==> config.mk <==
export PLATFORM = sky130hd
export DESIGN_NAME = mx_block_serializer
export DESIGN_NICKNAME = d
export VERILOG_FILES = /design/src/rtl/mx_block_serializer.sv
export SDC_FILE = /design/constraint.sdc
export NUM_CORES = 1
export LEC_CHECK = 0
export CAP_MARGIN = 10
export CORE_MARGIN = 1
export CORE_UTILIZATION = 43
export DETAILED_ROUTE_END_ITERATION = 16
export DONT_BUFFER_PORTS = 1
export MAX_ROUTING_LAYER = met4
export SYNTH_ARGS = -nofsm -noshare
export SYNTH_HDL_FRONTEND = slang
export SYNTH_SLANG_ARGS = --single-unit
==> constraint.sdc <==
create_clock -name clk -period 13.2 [get_ports clk]
set_input_delay 1.98 -clock clk [delete_from_list [all_inputs] [get_ports clk]]
set_output_delay 1.98 -clock clk [all_outputs]
set_load 0.05 [all_outputs]
### Selected gate families, run 1

Drawn at 1.5 px/um.
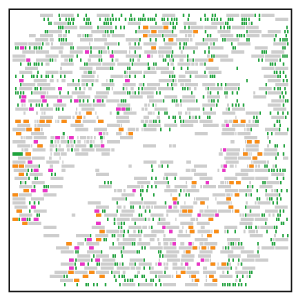
| colour | family | cells | most used | where |
|---|---|---|---|---|
| green | NAND gates | 690 | nand2_1 | spread over the die |
| magenta | AND-OR and OR-AND gates | 58 | o21a_1 | spread over the die |
| orange | multiplexers | 77 | mux2i_1 | spread over the die |
Finished Layout Cells: 1991
dominant logic cell type in the layout: nand2_1
Comb area share: 34.9%

### Clock wires, drivers and flops, run 1

Drawn at 2 px/um.
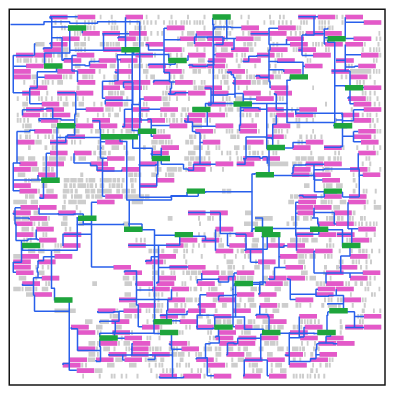
[blue] clock wires | length: 4340 um
[green] cells driving clock nets | count: 38
[magenta] flip-flops | count: 336
routed clock nets: 39
Clock Power Share: 24.7%
Worst Skew: 0.0194 ns
Skew-Pair Late Insertion Delay: 0.52 ns
P_clk: 1060 uW

### The metal 3 layer, run 1

Drawn at 2 px/um.
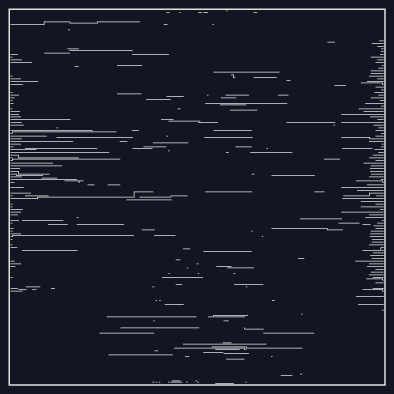
main direction: horizontal
longest straight run: 60.7 um
wire length on this layer: 2840 um
nets with wire on the layer: 233
share of all routed wire: 6.8%
via count: 10800
routed wire length: 41500 um
met3 Track Usage GR: 5.12%

### Clock wiring as the flow saved it, run 1

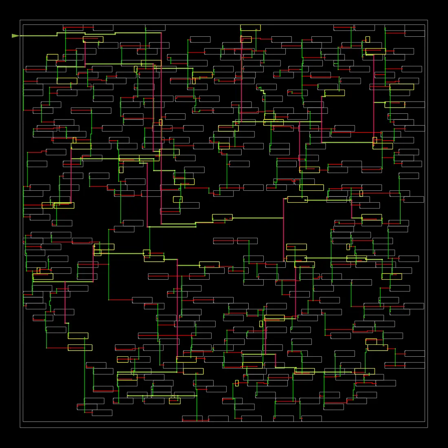
clock buffer count: 56
Sink Count: 336
flop count: 336

==> run summary, run 1 <==
flow finished, numbers: status completed, ant diodes 11, Simple-Gate Area Share 21.1%, met1 Use GR 34.2%, leakage 0.00813 uW, Worst path top cell family by delay buffers and inverters, Adder Share, Synth less than 1%, XOR/XNOR Area Share 0%, Antenna Nets Post-Route 0, Pwr Density 265 nW/um^2, fp util 43.8%, CTS buffer count 38, crit-path cells a31o_2, nand2_8, buf_4, buf_4, mux2i_1, inv_1, a221oi_1, nor3b_1, o21bai_1, met3 WL 2840 um, Setup TNS 0 ns, worst reg-to-reg setup slack 8.37 ns, Well Taps 448, Largest cell class flip-flops and latches, Synth top cell by count nand2_1, Synth warnings 0, Synth top cells by count nand2_1, dfrtp_1, a21oi_1, Max FO, Critical Path 146, Slew Limit Headroom 24.3%, Setup WS pre-CTS around 7.4 ns, post-layout period usage 40.9%, fraction of area in clock buffers and inverters 7.76%, root buffer cell clkbuf_16
## Run 2: what changed since run 1
Clock period 13.2 ns to 5.4 ns, I/O delays scaled along.
### Clock wires, drivers and flops, run 2

Drawn at 2 px/um.
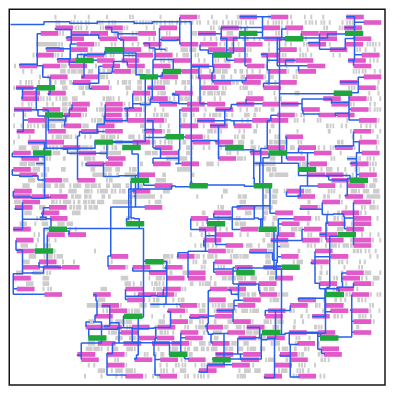
[magenta] flip-flops | count: 336
[blue] clock wires | length: 4310 um
[green] cells driving clock nets | count: 38
routed clock nets: 39
Clock Power Share: 25.7%
P_clk: 2760 uW
Worst Skew: 0.0193 ns

==> run summary, run 2 <==
flow finished, numbers: Skew-Pair Late Insertion Delay 0.52 ns (about the same), Setup WS pre-CTS 1.56 ns (was 7.35 ns), Synth warnings 0 (unchanged), flop count 336 (unchanged), clock buffer count 54 (was 56), Adder Share, Synth 0.425% (unchanged), Synth top cells by count nand2_1, dfrtp_1, a21oi_1 (unchanged), fraction of area in clock buffers and inverters 8.27% (was 7.76%), Well Taps 448 (unchanged), Antenna Nets Post-Route 0 (unchanged), crit-path cells ha_1, nand2_1, nand3_1, o211ai_4, inv_2, nand2_2, o22ai_1, or4b_1, o21ai_1 (was a31o_2, nand2_8, buf_4, buf_4, mux2i_1, inv_1, a221oi_1, nor3b_1, o21bai_1), fp util 43.8% (unchanged), Largest cell class flip-flops and latches (unchanged), Synth top cell by count nand2_1 (unchanged), post-layout period usage 71.9%, root buffer cell clkbuf_16 (unchanged), Simple-Gate Area Share 21.1% (unchanged), CTS buffer count 38 (unchanged), met3 Track Usage GR 6.32% (was 5.12%), status completed (unchanged), Worst path top cell family by delay simple AND/OR/NAND/NOR gates (was buffers and inverters), met1 Use GR 33.4% (was 34.2%), worst reg-to-reg setup slack 1.52 ns (was 8.37 ns), Data buffer area share 1.16% (was 0.511%), XOR/XNOR Area Share 0% (unchanged), Comb area share 34.5% (was 34.9%), Finished Layout Cells 1997 (was 1991), ant diodes 10 (was 11), Sink Count 336 (unchanged)
### Metal layers overlaid, run 2

Drawn at 1.5 px/um.
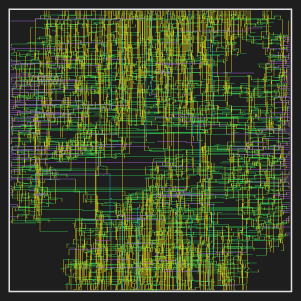
| colour | layer | wire length |
|---|---|---|
| cyan | met4 | 969 um |
| green | met1 | 18600 um |
| yellow | met2 | 18600 um |
| purple | met3 | 3180 um |
GRT Overall Usage: 24.3%
routed wire length: 41400 um
via count: 10700

No activity file was given, so power comes from the tool's default toggle rates.
